### Power grid

Bar = 10 um. Pins as bars on the die edge. Tap cells in grey.
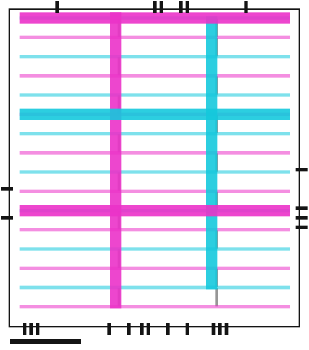
### Cells coloured by class

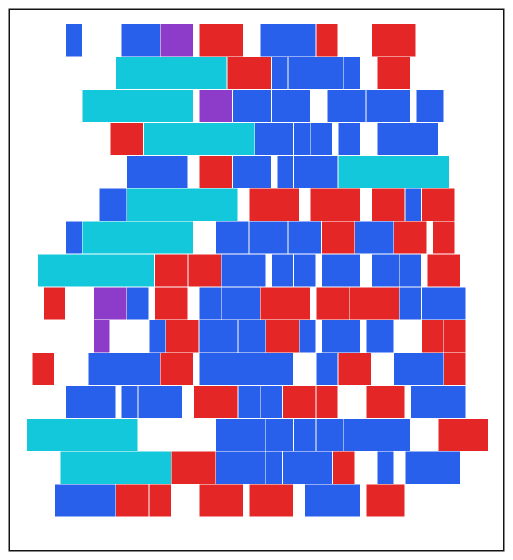
### Clock network drawn from the DEF

Bar = 10 um.
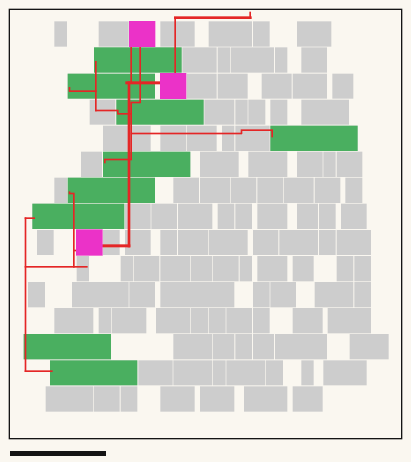
File: config.mk
export PLATFORM = sky130hd
export DESIGN_NAME = alu_ctrl
export DESIGN_NICKNAME = d
export VERILOG_FILES = /design/src/rtl/alu_pkg.sv /design/src/rtl/alu_ctrl.sv
export SDC_FILE = /design/constraint.sdc
export NUM_CORES = 1
export LEC_CHECK = 0
export CORE_ASPECT_RATIO = 1.1
export CORE_UTILIZATION = 44
export DETAILED_ROUTE_END_ITERATION = 10
export PLACE_DENSITY = 0.77
export SLEW_MARGIN = 20
export SYNTH_ARGS = -nofsm -noshare
export SYNTH_HDL_FRONTEND = slang
export SYNTH_SLANG_ARGS = --single-unit
File: constraint.sdc
create_clock -name clk -period 1.6 [get_ports clk]
set_input_delay 0.32 -clock clk [delete_from_list [all_inputs] [get_ports clk]]
set_output_delay 0.32 -clock clk [all_outputs]
set_load 0.01 [all_outputs]
File: src/rtl/alu_pkg.sv
// Shared encodings for the ALU control sequencer: op codes, FSM states and
// the default operand width / iteration counter width.
package alu_pkg;

    localparam int N_DEF     = 8;
    localparam int CNT_W_DEF = 3;

    typedef enum logic [1:0] {
        OP_ADD  = 2'b00,
        OP_SUB  = 2'b01,
        OP_MUL  = 2'b10,
        OP_RSVD = 2'b11
    } op_e;

    typedef enum logic [3:0] {
        IDLE,
        INIT,
        ADDX,
        LOADY,
        OP,
        LOADM,
        TEST,
        SHIFT,
        OUT_A,
        OUT_Q,
        DONE
    } state_e;

endpackage

File: src/rtl/alu_ctrl.sv
// Control sequencer for the N-bit ALU datapath. Issues one-cycle strobes
// c0..c7 to the A/Q/M registers and the adder for ADD, SUB (6 cycles) and
// Booth radix-2 signed MUL (2N+5 cycles). Strobes are decoded from the state
// register; only the TEST state also looks at the Booth bits {q0,q_m1}.
// Optional feature: define ALU_CTRL_OVF_EN to compute the signed overflow of
// the last ADD/SUB on ovf; without it ovf is tied to 0.
module alu_ctrl
    import alu_pkg::*;
#(
    parameter int N     = N_DEF,
    parameter int CNT_W = CNT_W_DEF
) (
    input  logic             clk,
    input  logic             rst_b,
    input  logic             start,
    input  logic [1:0]       op,
    input  logic             q0,
    input  logic             q_m1,
    input  logic             a_msb,
    input  logic             m_msb,
    input  logic             sum_msb,
    output logic             c0,
    output logic             c1,
    output logic             c2,
    output logic             c3,
    output logic             c4,
    output logic             c5,
    output logic             c6,
    output logic             c7,
    output logic             busy,
    output logic             done,
    output logic             ovf,
    output logic [CNT_W-1:0] cnt
);

    if ((2 ** CNT_W) < N) begin : g_cnt_w_check
        $error("alu_ctrl: CNT_W too small to count N iterations");
    end

    localparam logic [CNT_W-1:0] LAST_ITER = CNT_W'(N - 1);

    state_e           state_q, state_d;
    op_e              op_q, op_d;
    logic [CNT_W-1:0] cnt_q, cnt_d;

    // State, latched op and iteration counter registers
    always_ff @(posedge clk or negedge rst_b) begin
        if (!rst_b) begin
            state_q <= IDLE;
            op_q    <= OP_ADD;
            cnt_q   <= '0;
        end else begin
            state_q <= state_d;
            op_q    <= op_d;
            cnt_q   <= cnt_d;
        end
    end

    // Next-state and strobe decode; every output defaults to inactive
    always_comb begin
        state_d = state_q;
        op_d    = op_q;
        cnt_d   = cnt_q;
        c0      = 1'b0;
        c1      = 1'b0;
        c2      = 1'b0;
        c3      = 1'b0;
        c4      = 1'b0;
        c5      = 1'b0;
        c6      = 1'b0;
        c7      = 1'b0;
        done    = 1'b0;
        busy    = (state_q != IDLE) && (state_q != DONE);

        case (state_q)
            IDLE: begin
                if (start) begin
                    op_d    = op_e'(op);
                    state_d = (op_e'(op) == OP_RSVD) ? DONE : INIT;
                end
            end
            INIT: begin
                // Clear A and Q[-1]; operand X goes to Q (MUL) or M (ADD/SUB)
                c0    = 1'b1;
                cnt_d = '0;
                if (op_q == OP_MUL) begin
                    c1      = 1'b1;
                    state_d = LOADM;
                end else begin
                    c3      = 1'b1;
                    state_d = ADDX;
                end
            end
            ADDX: begin
                // A = 0 + M moves X into the accumulator
                c2      = 1'b1;
                state_d = LOADY;
            end
            LOADY: begin
                c3      = 1'b1;
                state_d = OP;
            end
            OP: begin
                c2      = 1'b1;
                c7      = (op_q == OP_SUB);
                state_d = OUT_A;
            end
            LOADM: begin
                c3      = 1'b1;
                state_d = TEST;
            end
            TEST: begin
                // Booth recoding: 01 adds M, 10 subtracts M, 00/11 do nothing
                case ({q0, q_m1})
                    2'b01: c2 = 1'b1;
                    2'b10: begin
                        c2 = 1'b1;
                        c7 = 1'b1;
                    end
                    default: ;
                endcase
                state_d = SHIFT;
            end
            SHIFT: begin
                c4      = 1'b1;
                cnt_d   = cnt_q + CNT_W'(1);
                state_d = (cnt_q == LAST_ITER) ? OUT_A : TEST;
            end
            OUT_A: begin
                c5      = 1'b1;
                state_d = (op_q == OP_MUL) ? OUT_Q : DONE;
            end
            OUT_Q: begin
                c6      = 1'b1;
                state_d = DONE;
            end
            DONE: begin
                done    = 1'b1;
                state_d = IDLE;
            end
            default: state_d = IDLE;
        endcase
    end

    assign cnt = cnt_q;

`ifdef ALU_CTRL_OVF_EN
    logic ovf_q;

    // Signed overflow captured on the add/sub; cleared when a new op starts
    always_ff @(posedge clk or negedge rst_b) begin
        if (!rst_b) begin
            ovf_q <= 1'b0;
        end else if (state_q == INIT) begin
            ovf_q <= 1'b0;
        end else if (state_q == OP) begin
            ovf_q <= (a_msb == (m_msb ^ c7)) && (sum_msb != a_msb);
        end
    end

    assign ovf = ovf_q;
`else
    logic unused_ovf_inputs;

    assign unused_ovf_inputs = a_msb ^ m_msb ^ sum_msb;
    assign ovf               = 1'b0;
`endif

endmodule

==> run_results.csv <==
group,metric,value,unit
synth,fa_ha_area_share,5.15,%
grt,grtUsageMet1,34.6,%
synth,top_cells_by_count,"dfrtp_1 (9), nand2_1 (8), nor2_1 (6)",
power_and_ir_drop,p_switching,955,uW
route,drc,0,
final_timing,final-setup-viol-count,1,
route,via_per_inst,5.46,
cts,numCtsBuffers,3,
power_and_ir_drop,ir_worst_vdd,1.35,mV
grt,grt_pass1_wl,3040,um
synth,yosys.area.top_type,"dfrtp_1",
run,warning_count,31,
route,m1WireLength,836,um
final_timing,setup_ws,-0.00457,ns
cts,ctsRootBufferMaster,"clkbuf_4",
placed_design,hpwl,1380,um
layout,syn_to_final_growth,55.8,%
die,die_y,44.7,um
route,maxUsedRoutingLayer,"met4",
route,dr_wl_met3,77,um
critical_path,r2r_end,"op_q[0]",
grt,grt.busiest_layer,"met2",
power_and_ir_drop,p_sw_share,42.7,%
final_timing,slew_violations,0,
die,die_w,40.8,um
cts,clock_latency,0.26,ns
synth,ys_types,37,
outcome,violations,"setup timing",
critical_path,cp_data_required_time,1.28,ns
final_timing,fin_crit_sh,100,%
synth,yosysMostFrequentCell,"dfrtp_1",
route,drt_iter0_drc,12,
power_and_ir_drop,top_power_group,"combinational logic",
power_and_ir_drop,p_int,1280,uW
synth,synth_stat.cells,81,
grt,grt_overflow,0,
cts,post_cts_buffers,4,
power_and_ir_drop,clockPowerShare,7.9,%
die,coreArea,1560,um^2
critical_path,cp_slowest_stage_delay,0.40,ns
critical_path,path_class,"reg2out",
synth,edf_count,0,
power_and_ir_drop,clock_power,176,uW
synth,asyncSetResetFlopFracSynth,100,%
synth,synth-area-yosys,728,um^2
route,postRouteAntennaNets,0,
cts,cts_resized,54,
cts,clockBufferDepth,2,
layout,drive_above_1_share,48.8,%
synth,synth.cellmix.compoundShare,22.2,%
cts,cts_tree,"done",
cts,postCtsHoldBufs,0,
synth,topCombFamilyByArea,"simple AND/OR/NAND/NOR gates",
critical_path,startpoint,"state_q[2]",
synth,syn_nets,94,
grt,grt_start_max_net_pins,10,
critical_path,crit_end,"c2",
critical_path,crit_family,"flip-flops",
cts,cts.sinks,9,
final_timing,min_period,1.60,ns
critical_path,startpoint_type,"flip-flop",
synth,ys_sh_simple,28.0,%
worst_hold_path,hold_class,"in2async",
synth,ys_sh_mux,4.47,%
synth,numSynthFlops,9,
route,route.met2.wl,1030,um
grt,grtUsageMet3,4.52,%
critical_path,crit_buf_inv,2,
critical_path,r2r_cells,5,
synth,ys_dominant_reg_cell,"dfrtp_1",
power_and_ir_drop,p_leak,0.000542,uW
grt,antenna_found_initial,0,
layout,layout_top_cell,"buf_4",
route,totalWireLength,1960,um
grt,met2_usage,38.8,%
run,cap_violations,0,
synth,synth.avg_cell_area,8.99,um^2
critical_path,r2r_slack,0.11,ns
final_timing,grt_setup_unrepaired,"true",
final_timing,max_freq,623,MHz
route,drt-wirelength-per-cell,14.2,um
placed_design,gp_congestion,0.868,
power_and_ir_drop,comb_power_share,71.6,%
final_timing,hold_violations,0,
die,ioPinCount,24,
die,initial_utilization,46.7,%
synth,ys_seq_share,30.9,%
outcome,status,"finished, violations left",
cts,clkTransAtPathRegs,0.06,ns
synth,yosys_warnings,0,
layout,final_nets,135,
synth,synth.top_cell.area_share,30.9,%
route,vias,753,
critical_path,endpoint_kind,"output port",
die,chip_area,1820,um^2
critical_path,cp.depth,5,
route,dr.pass1.iters,4,
critical_path,cpMaxStageDelayCell,"dfrtp_1",
power_and_ir_drop,powerSeq,461,uW
power_and_ir_drop,sequentialPowerShare,20.6,%
final_timing,finClkSkew,0.00643,ns
layout,antenna_cells,0,
critical_path,r2r_start,"state_q[2]",
grt,grt_usage,24.8,%
synth,synthCells,81,
synth,syn-cell-area,728,um^2
synth,topCellsByArea,"dfrtp_1 (31%), ha_1 (5.2%), nand2_1 (4.1%)",
power_and_ir_drop,power_density,1970,nW/um^2
cts,h-tree-depth,1,
critical_path,crit_arrival,1.28,ns
synth,yosys.area_share.xor_xnor,1.20,%
power_and_ir_drop,combinationalPower,1600,uW
grt,first_global_vias,711,
critical_path,cp_cell_sequence,"or2_4 -> buf_6 -> nand2_2 -> a21oi_1 -> buf_2",
placed_design,io_buffers,19,
power_and_ir_drop,power,2240,uW
final_timing,tns,-0.00457,ns
Notes on 'Power grid' above:
cyan -> VDD
magenta -> VSS
signal pins = 24
met5 straps = 3
met1 rails = 16
tap cells = 17
met4 straps = 2

Notes on 'Cells coloured by class' above:
blue -> remaining logic cells  # cells 66, share of their area 48%
purple -> clock drivers and dummy loads  # cells 4, share of their area 2.4%
red -> remaining buffers and delay cells  # cells 42, share of their area 30%
cyan -> registers  # cells 9, share of their area 20%
Final Cell Area: 1130 um^2
cell row count: 15

Notes on 'Clock network drawn from the DEF' above:
red -> clock wires  # length 131 um
magenta -> clock-net drivers  # count 3
green -> flip-flops  # count 9
routed clock nets = 4

-- flip-flops by register name, indices dropped and copies added, names as in the netlist --
register,flops
op_q,2
cnt,3
state_q,4
-- cell type report --
| class | instances | area (um^2) |
|---|---|---|
| sequential | 9 | 226 |
| tap | 17 | 21.3 |
| timing repair buffer | 42 | 329 |
| clock buffer | 4 | 26.3 |
| fill | 117 | 423 |
| multi-input combinational | 64 | 522 |
| inverter | 2 | 10.0 |
-- stage by stage --
step                utilization [%]  hold WS [ns]  setup slack, ns  std cells  area (um^2)
CTS                            70.0         0.358          -0.0339        138         1090
finish                         72.9         0.356         -0.00457        138         1130
floorplan                         -        0.0244            0.174         81          728
detailed placement             66.4         0.527           -0.482        130         1030
global placement               66.4         0.530           -0.451        130         1030
global route                   72.9         0.397          -0.0519        138         1130
Power figures rest on the tool's default switching activity, not on a simulated workload.
